Met1 routing:
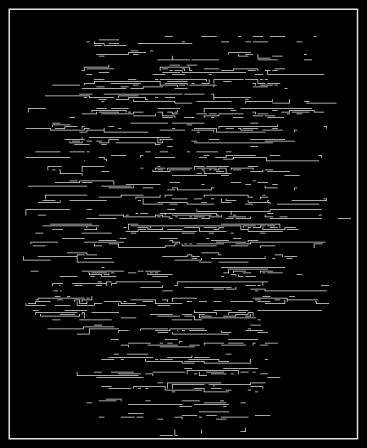
The metal 2 layer:
Bar = 20 um. Cells faint in the background.
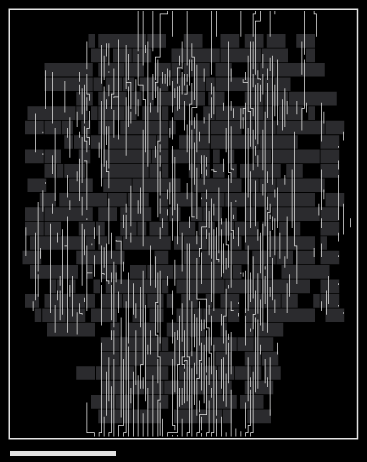
The metal 3 layer:
Bar = 20 um.
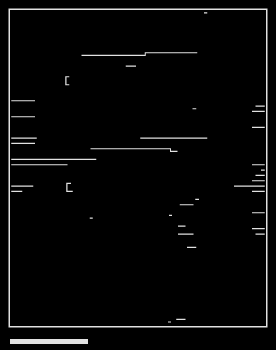
The metal 4 layer:
Cells faint in the background.
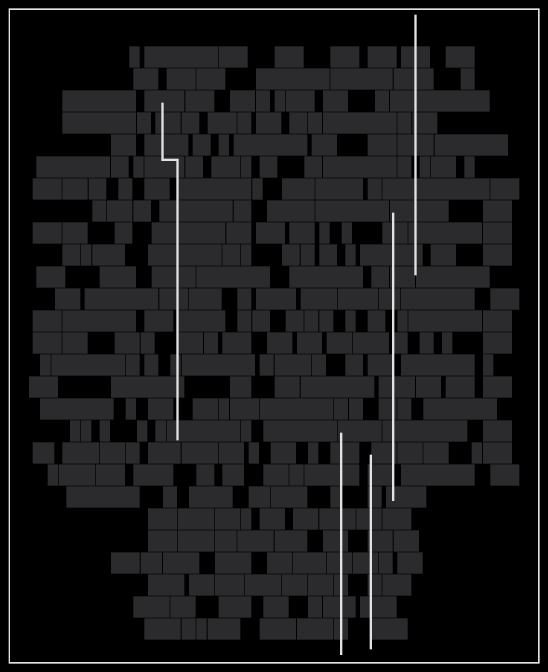
**src/rtl/hazard_stall_unit_pkg.sv**
```systemverilog
// Shared pipeline definitions: register-zero constant, mult/div FSM encoding and
// default mult/div latency, plus the nonzero register-match helper used by hazard logic.
package hazard_stall_unit_pkg;

    localparam logic [4:0] REG_ZERO = 5'd0;
    localparam int unsigned MD_LATENCY_DEFAULT = 8;

    typedef enum logic {StIdle, StBusy} md_state_e;

    // $0 is hardwired, so it can never carry a pending write.
    function automatic logic reg_match(logic [4:0] producer, logic [4:0] consumer);
        return (producer != REG_ZERO) && (producer == consumer);
    endfunction

endpackage

```
**src/rtl/hazard_stall_unit_md_busy_tracker.sv**
```systemverilog
// Mult/div busy tracker: holds md_busy for MD_LATENCY cycles after each start,
// reloading on a start that arrives while already busy.
module md_busy_tracker
    import hazard_stall_unit_pkg::*;
#(
    parameter int unsigned MD_LATENCY = MD_LATENCY_DEFAULT
) (
    input  logic clk,
    input  logic rst_n,
    input  logic md_start,
    output logic md_busy
);

    localparam logic [3:0] LOAD_VAL = 4'(MD_LATENCY);

    md_state_e  state_q, state_d;
    logic [3:0] cnt_q, cnt_d;

    always_ff @(posedge clk or negedge rst_n) begin
        if (!rst_n) begin
            state_q <= StIdle;
            cnt_q   <= 4'd0;
        end else begin
            state_q <= state_d;
            cnt_q   <= cnt_d;
        end
    end

    always_comb begin
        state_d = state_q;
        cnt_d   = cnt_q;
        case (state_q)
            StIdle: begin
                if (md_start) begin
                    state_d = StBusy;
                    cnt_d   = LOAD_VAL;
                end
            end
            StBusy: begin
                // A restart takes precedence over the final countdown step.
                if (md_start) begin
                    cnt_d = LOAD_VAL;
                end else if (cnt_q == 4'd1) begin
                    state_d = StIdle;
                    cnt_d   = 4'd0;
                end else begin
                    cnt_d = cnt_q - 4'd1;
                end
            end
            default: begin
                state_d = StIdle;
                cnt_d   = 4'd0;
            end
        endcase
    end

    assign md_busy = (state_q == StBusy);

endmodule

```
**src/rtl/hazard_stall_unit.sv**
```systemverilog
// Pipeline interlock: stalls IF/ID on hazards forwarding cannot cover, flushes on
// taken control transfers, and counts stall cycles for performance analysis.
module hazard_stall_unit
    import hazard_stall_unit_pkg::*;
#(
    parameter int unsigned MD_LATENCY = MD_LATENCY_DEFAULT,
    parameter int unsigned CNT_W      = 32
) (
    input  logic             clk,
    input  logic             rst_n,
    input  logic [4:0]       reg_rs_ID,
    input  logic [4:0]       reg_rt_ID,
    input  logic             uses_rt_ID,
    input  logic             branch_ID,
    input  logic             taken_ID,
    input  logic             mfhilo_ID,
    input  logic             md_op_ID,
    input  logic [4:0]       reg_wr_EX,
    input  logic             regwrite_EX,
    input  logic             memread_EX,
    input  logic             md_start_EX,
    input  logic [4:0]       reg_rd_MEM,
    input  logic             memread_MEM,
    output logic             pc_write,
    output logic             ifid_write,
    output logic             idex_bubble,
    output logic             ifid_flush,
    output logic             md_busy,
    output logic [CNT_W-1:0] stall_cycles
);

    logic lu, bex, bmem, md, stall;
    logic [CNT_W-1:0] stall_cnt_q;

    md_busy_tracker #(
        .MD_LATENCY (MD_LATENCY)
    ) u_md_busy_tracker (
        .clk      (clk),
        .rst_n    (rst_n),
        .md_start (md_start_EX),
        .md_busy  (md_busy)
    );

    always_comb begin
        lu   = memread_EX && (reg_match(reg_wr_EX, reg_rs_ID) ||
                              (uses_rt_ID && reg_match(reg_wr_EX, reg_rt_ID)));
        bex  = branch_ID && regwrite_EX &&
               (reg_match(reg_wr_EX, reg_rs_ID) || reg_match(reg_wr_EX, reg_rt_ID));
        bmem = branch_ID && memread_MEM &&
               (reg_match(reg_rd_MEM, reg_rs_ID) || reg_match(reg_rd_MEM, reg_rt_ID));
        md   = md_busy && (mfhilo_ID || md_op_ID);
        // Gated by rst_n so the pipeline controls read as "run" while reset is held.
        stall = rst_n && (lu || bex || bmem || md);
    end

    assign pc_write    = !stall;
    assign ifid_write  = !stall;
    assign idex_bubble = stall;
    assign ifid_flush  = rst_n && taken_ID && !stall;

    always_ff @(posedge clk or negedge rst_n) begin
        if (!rst_n) begin
            stall_cnt_q <= '0;
        end else if (stall && (stall_cnt_q != '1)) begin
            stall_cnt_q <= stall_cnt_q + CNT_W'(1);
        end
    end

    assign stall_cycles = stall_cnt_q;

endmodule

```
**config.mk**
```make
export PLATFORM = sky130hd
export DESIGN_NAME = hazard_stall_unit
export DESIGN_NICKNAME = d
export VERILOG_FILES = /design/src/rtl/hazard_stall_unit_pkg.sv /design/src/rtl/hazard_stall_unit_md_busy_tracker.sv /design/src/rtl/hazard_stall_unit.sv
export SDC_FILE = /design/constraint.sdc
export NUM_CORES = 1
export LEC_CHECK = 0
export CAP_MARGIN = 20
export CORE_ASPECT_RATIO = 1.25
export CORE_MARGIN = 2
export CORE_UTILIZATION = 47
export CTS_BUF_LIST = sky130_fd_sc_hd__clkbuf_8 sky130_fd_sc_hd__clkbuf_16
export DETAILED_ROUTE_END_ITERATION = 7
export GPL_TIMING_DRIVEN = 0
export PLACE_DENSITY = 0.85
export SKIP_CTS_REPAIR_TIMING = 1
export SLEW_MARGIN = 20
export SYNTH_ARGS = -nofsm -noshare
export SYNTH_HDL_FRONTEND = slang
export SYNTH_HIERARCHICAL = 1
export SYNTH_SLANG_ARGS = --single-unit
```
**constraint.sdc**
```tcl
create_clock -name clk -period 2.98 [get_ports clk]
set_input_delay 0.894 -clock clk [delete_from_list [all_inputs] [get_ports clk]]
set_output_delay 0.894 -clock clk [all_outputs]
set_load 0.02 [all_outputs]
```
==> impl_metrics.ini <==
; physical design summary
[synth]
yosysChipArea_mm2 = 0.00221
ys.flop_type = dfrtp_1
netlist_instances = 214
fp_nets = 248

[worst_setup_path]
cp-start-kind = input port
cp.arrival_ns = 2.21
r2r-start = stall_cycles[0]
cp_slowest_cell = or4_4

[timing]
setup_viol = 4
fin_crit_sh = 1.04
rsz0062_at_grt = true
postLayoutSetupSlackWorst_ns = -0.127

[cts]
cts-buffers-inserted = 5
cts_tree = built
cts.path.max_buffers = 2

[grt]
grt_pass1_vias = 1817

[run_status]
violations = setup timing
status = complete, but fails checks

[placement]
place_congestion = 0.782

[die]
die_x_um = 65.3
ios = 68
## Picture notes: 'met1 routing'
- main direction: horizontal
- longest straight run: 20.7 um
- share of all routed wire: 41%
- wire length on this layer: 2120 um
Total Routed Length: 5.15 mm
vias: 1835
met1 Use GR: 0.248

## Picture notes: 'the metal 2 layer'
- main direction: vertical
- wire length on this layer: 2670 um
- share of all routed wire: 52%
- longest straight run: 26.2 um
met2 usage: 0.363

## Picture notes: 'the metal 3 layer'
- main direction: horizontal
- share of all routed wire: 3.8%
met3 GRT Util: 0.0490

## Picture notes: 'the metal 4 layer'
- share of all routed wire: 3.1%
- nets with wire on the layer: 5

## power by group
part | total (W) | switching [W] | leakage, nW | internal, W
Sequential | 0.000629 | 0.0000696 | 0.468 | 0.000559
Combinational | 0.000419 | 0.000209 | 1.00 | 0.000210
Clock | 0.000387 | 0.000178 | 0.0542 | 0.000209
Total | 0.00143 | 0.000457 | 1.53 | 0.000978
## critical path, delay by kind of cell
family,cells,cell delay [ns]
buffers and inverters,3,0.30
AND-OR/OR-AND,2,0.37
AND/OR/NAND/NOR,2,0.65
## state kept, by name, summed over array words and instances (netlist names)
name,flops
u_md_busy_tracker/md_busy,1
u_md_busy_tracker/cnt_q,4
stall_cycles,32
## stage by stage
step / area (um^2) / std cells / util
floorplan: 2210 / 214 / -
global placement: 2950 / 339 / 0.662
detailed placement: 2970 / 340 / 0.666
CTS: 3070 / 348 / 0.688
global route: 3130 / 349 / 0.701
finish: 3130 / 349 / 0.701
## cells by family after synthesis
group,Yosys count
and+or+nand+nor,91
xor gates and xnor gates,52
muxes,1
adders and majority gates,3
AOI/OAI and AO/OA,14
DFF,37
buffers and inverters,16
## per-layer routing
metal | track usage | up-vias
li1 | - | 880
met1 | 0.248 | 899
met2 | 0.363 | 44
met3 | 0.0490 | 12
met4 | 0.0750 | 0
met5 | 0 | -
## worst paths after layout
path	endpoint	cells past startpoint	slack, ns
max	pc_write	7	-0.13
min	stall_cycles[14]	1	0.46
max reg2reg	stall_cycles[1]	7	0.61
min reg2reg	stall_cycles[16]	1	0.50
max in group asynchronous	stall_cycles[30]	2	2.08
min in group clk	stall_cycles[16]	1	0.50
## layout by cell type (no fill, tap or decap), types with 4 or more instances in the layout
cell type        count
nor2_2               8
nand4_1              4
nand3_1             13
dfrtp_1             37
nor3_2               4
nor3_1              13
xnor2_1              9
buf_6                5
xor2_1              41
nor2_1               9
clkbuf_8             7
clkdlybuf4s50_1     39
nor4_2               4
dlymetal6s2s_1      16
nand2_1             14
inv_1               12
clkbuf_2             5
## layout make-up
type / instances / area [um^2] / area share
inverters: 12 / 45.0 / 0.0144
well taps: 58 / 72.6 / 0.0232
clock buffers: 7 / 96.3 / 0.0308
clock inverters: 1 / 5.00 / 0.00160
flip-flops and latches: 37 / 926 / 0.296
repair buffers: 69 / 709 / 0.227
plain buffers: 4 / 42.5 / 0.0136
multi-input cells: 161 / 1230 / 0.393
No activity file was given, so power comes from the tool's default toggle rates.
